## src/rtl/surfctl_pkg.sv

```systemverilog
// Shared types and constants for the SURF COUT receive path.
// Holds the training word default and nibble-rotation helpers.
package surfctl_pkg;

    localparam logic [31:0] DEFAULT_TRAIN_PATTERN = 32'hA55A6996;
    localparam int COUT_NIBBLES = 8;

    typedef enum logic [1:0] {
        BLANK  = 2'd0,
        CHECK  = 2'd1,
        LOCKED = 2'd2
    } cout_state_t;

    function automatic logic [31:0] rotl_nibbles(
        input logic [31:0] w,
        input logic [2:0]  p
    );
        logic [63:0] d;
        d = {w, w} << {p, 2'b00};
        return d[63:32];
    endfunction

    function automatic logic rotations_distinct(input logic [31:0] w);
        logic ok;
        ok = 1'b1;
        for (int i = 0; i < COUT_NIBBLES; i++) begin
            for (int j = i + 1; j < COUT_NIBBLES; j++) begin
                if (rotl_nibbles(w, 3'(i)) == rotl_nibbles(w, 3'(j))) begin
                    ok = 1'b0;
                end
            end
        end
        return ok;
    endfunction

endpackage

```

## src/rtl/surfctl_rotation_match.sv

```systemverilog
// Compares a 32-bit window against all nibble rotations of the
// training word; the lowest matching rotation index wins.
module surfctl_rotation_match
    import surfctl_pkg::*;
#(
    parameter logic [31:0] PATTERN = DEFAULT_TRAIN_PATTERN
) (
    input  logic [31:0] word,
    output logic        match,
    output logic [2:0]  p
);

    logic [COUT_NIBBLES-1:0] hit;

    always_comb begin
        hit = '0;
        for (int i = 0; i < COUT_NIBBLES; i++) begin
            hit[i] = (word == rotl_nibbles(PATTERN, 3'(i)));
        end
    end

    // Walk downwards so the lowest index is the last one written.
    always_comb begin
        match = |hit;
        p     = 3'd0;
        for (int i = COUT_NIBBLES - 1; i >= 0; i--) begin
            if (hit[i]) begin
                p = 3'(i);
            end
        end
    end

endmodule

```

## src/rtl/surfctl_cout_aligner.sv

```systemverilog
// SYSCLK-side COUT receive stage: sliding window, capture,
// training-stream error check, lock tracking and phase report.
module surfctl_cout_aligner
    import surfctl_pkg::*;
#(
    parameter logic [31:0] TRAIN_PATTERN = DEFAULT_TRAIN_PATTERN,
    parameter int          BLANK_CYCLES  = 12,
    parameter int          LOCK_CYCLES   = 1024
) (
    input  logic        sysclk_i,
    input  logic        sysclk_rst_i,
    input  logic [3:0]  nibble_i,
    input  logic        iserdes_rst_i,
    input  logic        bitslip_i,
    input  logic        capture_i,
    output logic [31:0] data_o,
    output logic        biterr_o,
    output logic        locked_o,
    output logic [2:0]  phase_o,
    output logic        phase_valid_o
);

    localparam int BW = $clog2(BLANK_CYCLES + 1);
    localparam logic [BW-1:0] BLANK_LOAD = BW'(BLANK_CYCLES);
    localparam logic [16:0] LOCK_TARGET = 17'(LOCK_CYCLES);

    if (BLANK_CYCLES < 8) begin : g_blank_min
        $error("BLANK_CYCLES must be at least 8");
    end
    if (LOCK_CYCLES < 1 || LOCK_CYCLES > 65535) begin : g_lock_rng
        $error("LOCK_CYCLES must be within 1..65535");
    end
    if (!rotations_distinct(TRAIN_PATTERN)) begin : g_pat_chk
        $error("TRAIN_PATTERN rotations are not distinct");
    end

    cout_state_t   state;
    logic [BW-1:0] blank_cnt;
    logic [15:0]   clean_cnt;
    logic [31:0]   win;
    logic [31:0]   cand;
    logic [16:0]   clean_nxt;
    logic          err;
    logic          mask;
    logic          match;
    logic [2:0]    p;

    assign cand      = {win[27:0], nibble_i};
    assign err       = (nibble_i != win[31:28]);
    assign mask      = (state == BLANK) || iserdes_rst_i;
    assign clean_nxt = {1'b0, clean_cnt} + 17'd1;

    surfctl_rotation_match #(
        .PATTERN (TRAIN_PATTERN)
    ) u_match (
        .word  (cand),
        .match (match),
        .p     (p)
    );

    always_ff @(posedge sysclk_i) begin
        if (sysclk_rst_i) begin
            win           <= '0;
            data_o        <= '0;
            biterr_o      <= 1'b0;
            locked_o      <= 1'b0;
            phase_o       <= 3'd0;
            phase_valid_o <= 1'b0;
            state         <= BLANK;
            blank_cnt     <= BLANK_LOAD;
            clean_cnt     <= '0;
        end else begin
            win      <= cand;
            biterr_o <= err && !mask;
            locked_o <= (state == LOCKED);
            if (capture_i) begin
                data_o <= cand;
            end
            if (match && !mask) begin
                phase_o       <= p;
                phase_valid_o <= 1'b1;
            end else begin
                phase_valid_o <= 1'b0;
            end
            if (iserdes_rst_i || bitslip_i) begin
                state     <= BLANK;
                blank_cnt <= BLANK_LOAD;
                clean_cnt <= '0;
            end else begin
                unique case (state)
                    BLANK: begin
                        if (blank_cnt <= BW'(1)) begin
                            state     <= CHECK;
                            blank_cnt <= '0;
                            clean_cnt <= '0;
                        end else begin
                            blank_cnt <= blank_cnt - BW'(1);
                        end
                    end
                    CHECK: begin
                        if (err) begin
                            clean_cnt <= '0;
                        end else if (clean_nxt >= LOCK_TARGET) begin
                            clean_cnt <= LOCK_TARGET[15:0];
                            state     <= LOCKED;
                        end else begin
                            clean_cnt <= clean_nxt[15:0];
                        end
                    end
                    LOCKED: begin
                        if (err) begin
                            state     <= CHECK;
                            clean_cnt <= '0;
                        end
                    end
                    default: begin
                        state     <= BLANK;
                        blank_cnt <= BLANK_LOAD;
                        clean_cnt <= '0;
                    end
                endcase
            end
        end
    end

endmodule

```

## config.mk

```make
export PLATFORM = sky130hd
export DESIGN_NAME = surfctl_cout_aligner
export DESIGN_NICKNAME = d
export VERILOG_FILES = /design/src/rtl/surfctl_pkg.sv /design/src/rtl/surfctl_rotation_match.sv /design/src/rtl/surfctl_cout_aligner.sv
export SDC_FILE = /design/constraint.sdc
export NUM_CORES = 1
export LEC_CHECK = 0
export CORE_UTILIZATION = 60
export CTS_CLUSTER_DIAMETER = 60
export DETAILED_ROUTE_END_ITERATION = 10
export DONT_BUFFER_PORTS = 1
export MAX_ROUTING_LAYER = met4
export PLACE_DENSITY = 0.82
export SYNTH_ARGS = -nofsm -noshare
export SYNTH_HDL_FRONTEND = slang
export SYNTH_SLANG_ARGS = --single-unit
```

## constraint.sdc

```tcl
create_clock -name sysclk_i -period 2.55 [get_ports sysclk_i]
set_clock_uncertainty 0.15 [all_clocks]
set_input_delay 0.765 -clock sysclk_i [delete_from_list [all_inputs] [get_ports sysclk_i]]
set_output_delay 0.765 -clock sysclk_i [all_outputs]
set_load 0.02 [all_outputs]
```

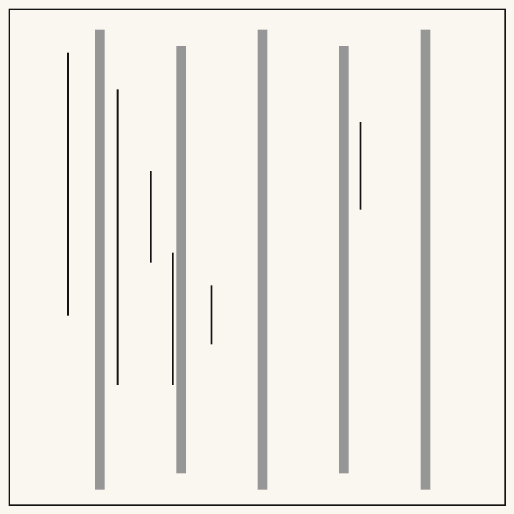
(images/m4.png)
(6 px per µm) Supply wires on this layer in grey.
wire length on this layer: 153 µm
longest straight run: 49.0 µm
WL final: 8.01 mm
via count: 2891

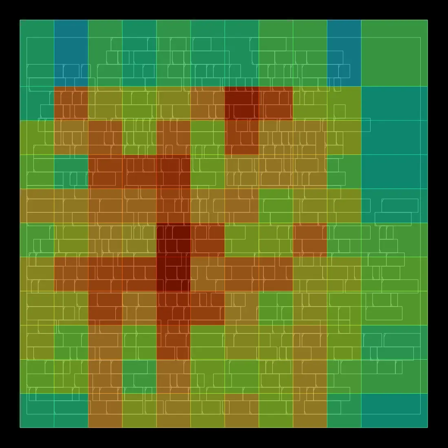
(images/congestion_map.png)
GRT met3 Usage: 0.0681
GRT busiest layer: met2
wire length per cell: 16.7 µm
Final Core Density: 0.697

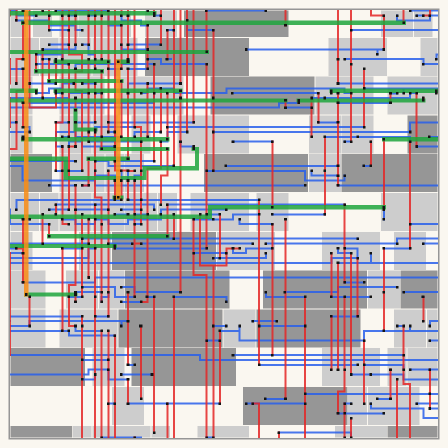
(images/closeup.png)
Region (26, 10) to (56, 40) µm. Cells in grey, sequential cells in the stronger grey; small squares are vias.
legend:
  M3:
    colour: green
  M1:
    colour: blue
  M4:
    colour: orange
  M2:
    colour: red
most frequent: nor2b_1 (14), dfxtp_1 (13), nor2_1 (9)
sequential cells in the window: 13
cells with their middle in the window: 65
netlist names of flops here include: win (11)

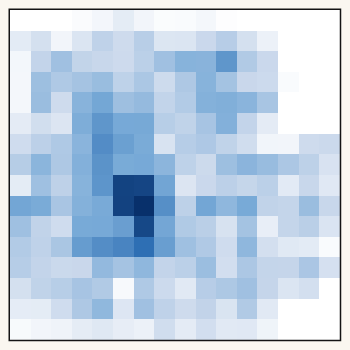
(images/route_heat.png)
(4 px per µm) 16 x 16 tiles, from white (low) to dark blue (high), scaled to the fullest tile. Values are wire area over tile area, all layers added.
fullest tile: 0.71
mean over tiles: 0.19
densest ninth of the die: centre

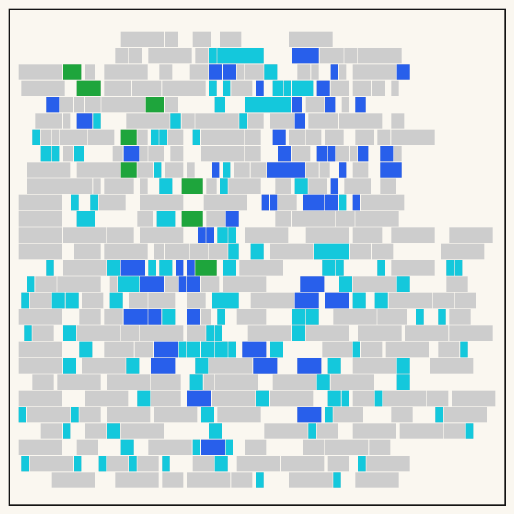
(images/gates.png)
(6 px per µm)
legend:
  non-inverting ao/oa cells:
    colour: green
    cells: 8
  nand cells:
    colour: blue
    cells: 53
  nor cells:
    colour: cyan
    cells: 111
    where: all over the die

-- where the power goes --
part	leakage [µW]	internal (µW)	total (µW)	switching [µW]
clock	0.000109	517	1030	512
combinational	0.000762	38.5	60.2	21.7
sequential	0.000745	1460	1490	31.7
-- through the flow --
step                      utilization  hold slack (ps)
after floorplan                     -              314
after global placement          0.656              325
after detailed placement        0.656              335
after CTS                       0.691              313
after global routing            0.697              301
final                           0.697              319
-- critical path: cells and delay by family (launching register included) --
family          cells  cell delay, ps
buf+inv             1             170
compound gates      1             250
mux                 1             380
flops               1             350
fa+ha+maj           1             210
simple gates        4             800
-- cells in the final DEF, fill, tap and decap left out, drive strengths merged, types with 7 or more instances in the layout --
cell      n
buf      12
dfxtp    92
nor2b    34
nor2     55
nor3      8
mux2i    34
nand2    14
ha        7
nand4bb  14
nand4    13
clkbuf   12
nand3     9
and3      7
nor4     10
inv      15
-- flip-flops by register name (all words and copies together), names as in the netlist --
signal and count:
biterr_o 1, blank_cnt 4, clean_cnt 16, data_o 32, locked_o 1, phase_o 3, phase_valid_o 1, state 2
win 32
-- repair_timing --
item | in CTS | in global routing
setup buffers | 0 | 1
gates resized | 0 | 5
endpoints found under the setup margin | 0 | 6
-- logic make-up after synthesis --
kind of cell / after synthesis / share of synthesized area
flip-flops: 92 / 0.475
adder cells (fa/ha/maj): 7 / 0.0226
XOR/XNOR: 8 / 0.0181
multiplexers: 36 / 0.0935
AND/OR/NAND/NOR: 180 / 0.278
buffers and inverters: 32 / 0.0332
AND-OR/OR-AND: 40 / 0.0797
-- synth_stat cells, types with 6 or more instances --
master,number
mux2i_1,34
inv_1,13
ha_1,7
nor2_1,55
nor3_1,8
nor2b_1,34
nand4bb_1,14
nand3_1,6
nand2_1,14
nand4_1,12
nor4_1,8
clkbuf_1,13
dfxtp_1,92
and3_1,7
-- routing by layer --
| metal | vias to the layer above | share of wire | wire [µm] |
|---|---|---|---|
| met2 | 105 | 0.42 | 3400 |
| met4 | 0 | 0.019 | 153 |
| met5 | - | 0 | 0 |
| met3 | 14 | 0.078 | 626 |
| met1 | 1351 | 0.48 | 3830 |
| li1 | 1421 | - | - |
-- layout make-up --
cell class                      count  area (µm²)  share of cell area
Inverter                           13        48.8              0.0116
Tap cell                           75        93.8              0.0222
Timing Repair Buffer               12        90.1              0.0213
Clock inverter                      4        55.1              0.0130
Sequential cell                    92        1840               0.436
Clock buffer                       12         155              0.0368
Multi-Input combinational cell    271        1940               0.459
-- worst min-delay path by stage --
| stage | slack [ps] | to | from | depth (start not counted) |
|---|---|---|---|---|
| floorplan | 310 | win[25] | win[21] | 1 |
| global placement | 320 | win[9] | win[5] | 1 |
| detailed placement | 330 | win[23] | win[19] | 1 |
| CTS | 310 | data_o[19] | sysclk_rst_i | 1 |
| global route | 300 | win[5] | sysclk_rst_i | 1 |
| finish | 320 | data_o[12] | sysclk_rst_i | 1 |
==> results.toml <==
# synthesis and place-and-route metrics
[power_and_ir_drop]
post-layout-total-power_uw = 2580
peakVddDrop_mv = 0.696
power.leakage_uw = 0.00162

[worst_setup_path]
r2r_start = "clean_cnt[0]"
critPathLaunch = "clean_cnt[0]"
crit_arrival_ps = 2510
critPathMaxFanout = 5
reg2reg_slack_ps = 160
path_cells = "ha_2 > nand3_4 > nor3_2 > mux2_1 > nor4_4 > buf_4 > nand4_1 > o22ai_1"
cp.required_ps = 2680
crit_slowest_cell = "mux2_1"
crit_path_start_kind = "register"
rr_endpoint = "clean_cnt[5]"

[global_route]
grt_max_degree = 74
grt_pass1_wl_mm = 13.0
grt_use_met2 = 0.380
antenna_found_initial = 0

[synthesis]
ff_type = "dfxtp_1"
yosys_area_mm2 = 0.00388
avgSynthCellArea_um2 = 9.82
synth-edff-count = 0
synth_cell_type_count = 52

[sta]
finalCriticalPeriod_ps = 2390
clock.fmax_ghz = 0.419
period_used_share = 0.936
layout_setup_ws_ps = 163

[hold_path]
hp-class = "input pin to register"

[run_status]
status = "finished clean"

[floorplan]
fp_util = 0.640
die_w_um = 82.4

[clock_tree]
cts-root-buf = "clkbuf_8"
cts_buffers = 9
clock_path_buffers = 2

[finish]
fin_area_mm2 = 0.00422

[routing]
post-route-drc-count = 0
Power figures rest on the tool's default switching activity, not on a simulated workload.
